$ cat src/rtl/mod_reduce.sv
// Signed 2W-bit product reduced to its canonical residue mod p by restoring shift-subtract.
// Latency: 2W+2 cycles from capture to ready (2 cycles when p < 2 or product == 0).
// No backpressure: enable is sampled only when idle; requests arriving while busy are dropped.
`ifndef DATAWIDTH
`define DATAWIDTH 8
`endif

module mod_reduce (
  input  logic                      clk,
  input  logic                      rst_n,
  input  logic                      enable,
  input  logic [2*`DATAWIDTH-1:0]   product,
  input  logic [`DATAWIDTH-1:0]     modulus,
  output logic [`DATAWIDTH-1:0]     residue,
  output logic                      ready,
  output logic                      busy
);

  localparam int W  = `DATAWIDTH;
  localparam int KW = $clog2(2 * W);
  localparam logic [KW-1:0] K_MAX = KW'(2 * W - 1);

  typedef enum logic [1:0] {
    S_IDLE   = 2'd0,
    S_REDUCE = 2'd1,
    S_FIX    = 2'd2
  } state_t;

  state_t          state_q;
  logic [2*W-1:0]  mag_q;
  logic            neg_q;
  logic [W-1:0]    p_q;
  // The remainder is always < p after a step, so W bits hold it; the extra
  // bit of the shifted value only exists transiently in t_d.
  logic [W-1:0]    r_q;
  logic [KW-1:0]   k_q;
  logic            skip_q;
  logic [W-1:0]    residue_q;
  logic            ready_q;
  logic            busy_q;

  logic [2*W-1:0]  mag_d;
  logic            fast_d;
  logic [W:0]      t_d;
  logic [W-1:0]    r_d;
  logic [W-1:0]    res_d;

  // Capture-side magnitude/fast-path decode, one restoring step, and the sign fix-up.
  always_comb begin
    mag_d  = product[2*W-1] ? (~product + 1'b1) : product;
    fast_d = (modulus < W'(2)) || (product == '0);
    t_d    = {r_q, mag_q[k_q]};
    // t < 2p, so t - p fits in W bits whenever it is taken.
    r_d    = (t_d >= {1'b0, p_q}) ? (t_d[W-1:0] - p_q) : t_d[W-1:0];
    if (skip_q) begin
      res_d = '0;
    end else if (neg_q && (r_q != '0)) begin
      res_d = p_q - r_q;
    end else begin
      res_d = r_q;
    end
  end

  // Control FSM with registered outputs; reset discards any operation in flight.
  always_ff @(posedge clk or negedge rst_n) begin
    if (!rst_n) begin
      state_q   <= S_IDLE;
      mag_q     <= '0;
      neg_q     <= 1'b0;
      p_q       <= '0;
      r_q       <= '0;
      k_q       <= '0;
      skip_q    <= 1'b0;
      residue_q <= '0;
      ready_q   <= 1'b0;
      busy_q    <= 1'b0;
    end else begin
      ready_q <= 1'b0;
      case (state_q)
        S_IDLE: begin
          if (enable) begin
            mag_q   <= mag_d;
            neg_q   <= product[2*W-1];
            p_q     <= modulus;
            r_q     <= '0;
            k_q     <= K_MAX;
            skip_q  <= fast_d;
            busy_q  <= 1'b1;
            state_q <= fast_d ? S_FIX : S_REDUCE;
          end
        end
        S_REDUCE: begin
          r_q <= r_d;
          if (k_q == '0) begin
            state_q <= S_FIX;
          end else begin
            k_q <= k_q - KW'(1);
          end
        end
        S_FIX: begin
          residue_q <= res_d;
          ready_q   <= 1'b1;
          busy_q    <= 1'b0;
          state_q   <= S_IDLE;
        end
        default: begin
          state_q <= S_IDLE;
          busy_q  <= 1'b0;
        end
      endcase
    end
  end

  assign residue = residue_q;
  assign ready   = ready_q;
  assign busy    = busy_q;

endmodule

$ cat config.mk
export PLATFORM = sky130hd
export DESIGN_NAME = mod_reduce
export DESIGN_NICKNAME = d
export VERILOG_FILES = /design/src/rtl/mod_reduce.sv
export SDC_FILE = /design/constraint.sdc
export NUM_CORES = 1
export LEC_CHECK = 0
export ABC_AREA = 1
export CORE_MARGIN = 2
export CORE_UTILIZATION = 52
export DETAILED_ROUTE_END_ITERATION = 8
export PLACE_DENSITY_LB_ADDON = 0.12
export SYNTH_ARGS = -nofsm -noshare
export SYNTH_HDL_FRONTEND = slang
export SYNTH_SLANG_ARGS = --single-unit
$ cat constraint.sdc
create_clock -name clk -period 2.1 [get_ports clk]
set_input_delay 0.315 -clock clk [delete_from_list [all_inputs] [get_ports clk]]
set_output_delay 0.315 -clock clk [all_outputs]
set_load 0.02 [all_outputs]
Fig. 1: sequential cells coloured by netlist name
The bar under the picture is 20 um long. Other sequential cells in the stronger grey, the rest of the logic in the fainter grey.
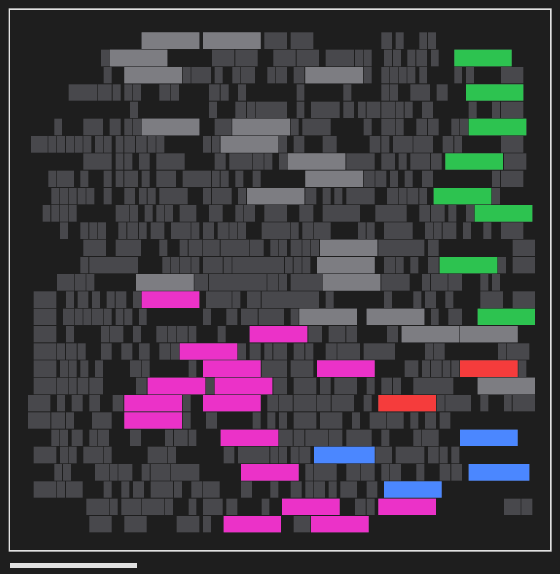
- blue: `k_q` (placed flops 4; where bottom right)
- green: `residue` (placed flops 8)
- magenta: `mag_q` (placed flops 16)
- red: `state_q` (placed flops 2)

Fig. 2: nets reached from selected ports
The bar under the picture is 20 um long.
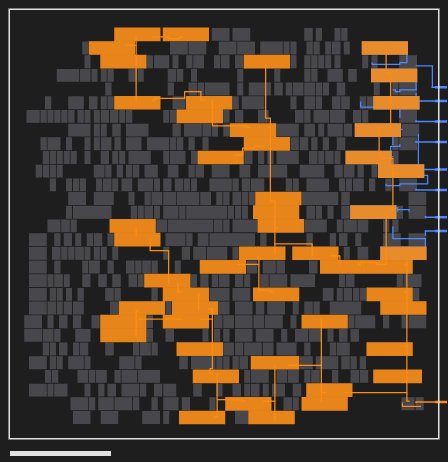
- blue: `residue` (direction output; edge right; end cells 8; buffers 8; wire 108 um)
- orange: `rst_n` (direction input; edge right; end cells 50; buffers 2; wire 333 um)

Fig. 3: routing congestion map
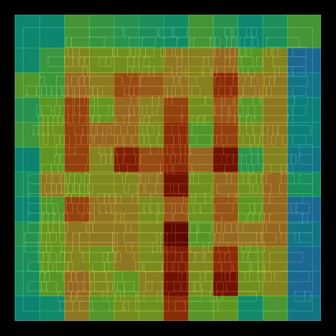
wire per inst: 13.1 um
global router's overall resource usage: 23.6%
met2 global-route usage: 36.9%
grt met1 use: 34.6%
busiest grt layer: met2

Fig. 4: close-up of the layout
The bar under the picture is 10 um long. Window x 9 to 34, y 9 to 34 um. Cells in grey, sequential cells in the stronger grey; small squares are vias.
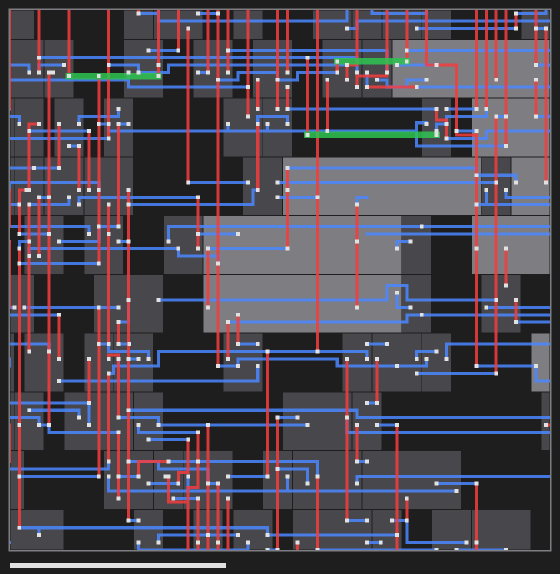
- green: met3
- red: met2
- blue: met1
- cells with their middle in the window: 56
- most frequent: nand2_1 (10), nand3_1 (10), inv_1 (7)
- netlist names of flops here include: `mag_q` (4)
- sequential cells in the window: 4

Fig. 5: selected gate families
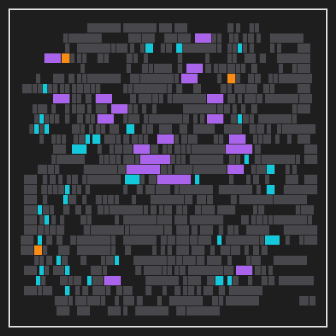
- orange: AND and OR gates (cells 3)
- cyan: NOR gates (cells 33)
- purple: adder and majority cells (cells 20)
combinational share of cell area: 47.7%
Non-Filler Instances: 614
most numerous logic cell after layout: nand2_1

==> qor.txt <==
Final Net Count = 584
Failing checks = negative setup slack
Clk sinks = 50
Period utilisation layout = 104%
Cell type with the largest total area = dfrtp_1
RePlAce Congestion = 0.926
Ao+oa area frac = 9.55%
Yosys reg bits = 50
WP data arrival = 2.40 ns
Final max-slew violation count = 0
Register area = 1250 um2
Top area contributor share = 36.6%
RR Endpoint = r_q[4]
Post-route ant nets = 0
Mux share of post-synthesis cell area = 0%
Syn Nets = 533
Buffers on Ports = 36
PnR worst setup slack = -0.0930 ns
CTS buffer count = 5
Synth Warn # = 0
Final setup fails = 8
Setup TNS = -0.614 ns
Critical path type = reg2reg
Outcome = complete, but fails checks
CTS root buf = clkbuf_8
Top Ports = 37
Area share of fa/ha/maj cells after synthesis = 7.76%
Logic area = 2000 um2
Total Power = 6.95 mW
Synthesis-to-finish area growth = 22.5%
RSZ-0062 raised after global routing = yes
Count of tool warnings = 29
Cell Rows = 29
## layout make-up
| class | count | area share (%) |
|---|---|---|
| Multi-Input combinational cell | 359 | 47.7 |
| Tap cell | 77 | 2.30 |
| Inverter | 69 | 6.63 |
| Clock buffer | 5 | 1.64 |
| Timing Repair Buffer | 52 | 11.5 |
| Sequential cell | 50 | 29.9 |
| Clock inverter | 2 | 0.239 |
## kinds of logic (layout without fill, tap and decap cells)
kind of cell / Yosys count / count (layout)
buffers and inverters: 77 / 128
AOI/OAI and AO/OA: 59 / 59
xor gates and xnor gates: 13 / 13
adders and majority gates: 20 / 20
and+or+nand+nor: 267 / 267
DFF: 50 / 50
## flip-flops by register name, indices dropped and copies added, names as in the netlist, 2 cells and up
signal / flops
k_q: 4
residue: 8
r_q: 8
state_q: 2
mag_q: 16
p_q: 8
## layer usage
metal	global-route usage, %	up-vias	share of wire [%]
met3	2.04	9	3.6
met2	36.9	77	44
met1	34.6	1443	51
li1	-	1664	-
met5	0	-	0
met4	8.08	0	1.4
## worst max-delay path, stage by stage, from the launching register on
cell and delay [ns]:
dfrtp_2 0.46, buf_6 0.16, nand2_2 0.07, nand3_2 0.07
nand3_2 0.08, nand3_2 0.08, nand2_2 0.10, ha_4 0.13
inv_2 0.03, fa_2 0.34, nand2_2 0.09, nor2_4 0.05
nor2_2 0.11, xor2_1 0.15, nand2_1 0.07, nand3_1 0.06
nand2_1 0.05
## report_power, final
part           switching (mW)  leakage (nW)  total [mW]  internal (mW)
clock network           0.324        0.0438       0.548          0.224
registers               0.351         0.612        1.76           1.41
logic                    2.77          1.49        4.64           1.87
total                    3.45          2.15        6.95           3.51
## worst max-delay path by stage
| stage | to | slack (ns) | depth (start not counted) |
|---|---|---|---|
| after floorplan | r_q[4] | 0.02 | 16 |
| after detailed placement | r_q[6] | -0.17 | 16 |
| final | r_q[4] | -0.09 | 16 |
| after CTS | r_q[4] | -0.09 | 16 |
| after global routing | r_q[4] | -0.22 | 15 |
| after global placement | r_q[6] | -0.11 | 16 |
## timing repair
action                                  4_1_cts  5_1_grt
resized                                      26       15
pin swaps                                    22       14
endpoints found under the setup margin        8        8
hold buffers                                  0        0
setup buffers                                 2        1
## cell usage in the layout, fill, tap and decap left out, types with 5 or more instances in the layout
master and instances:
o21ai_0 28, nor2_1 23, nand3_1 40, ha_1 16, o21ai_1 8, inv_1 60
nand2_1 152, clkdlybuf4s50_1 35, nor2_2 5, nand2_2 11, a21oi_1 14, dfrtp_1 48
xor2_1 11, buf_4 14, clkbuf_8 5, inv_2 6, nand3_2 12, nand4_1 11
## synth_stat cells
library cell / number
xnor2_1: 2
nor2_4: 2
a21oi_2: 3
nor2_2: 2
nand4_2: 1
or2_2: 2
o211ai_1: 1
nor2_1: 27
clkbuf_1: 4
o21bai_1: 1
nand3b_1: 3
o21ai_4: 1
nand2_1: 164
inv_1: 64
inv_2: 3
dfrtp_1: 50
fa_1: 2
nor3_1: 1
xor2_1: 11
nand3_2: 1
a31oi_1: 3
nand4_1: 11
o21ai_0: 28
inv_4: 1
buf_2: 4
nor4_1: 1
bufinv_8: 1
ha_1: 18
or2_0: 1
nand3_1: 51
o21ai_1: 8
a21oi_1: 14
Power and IR drop assume default switching activity.
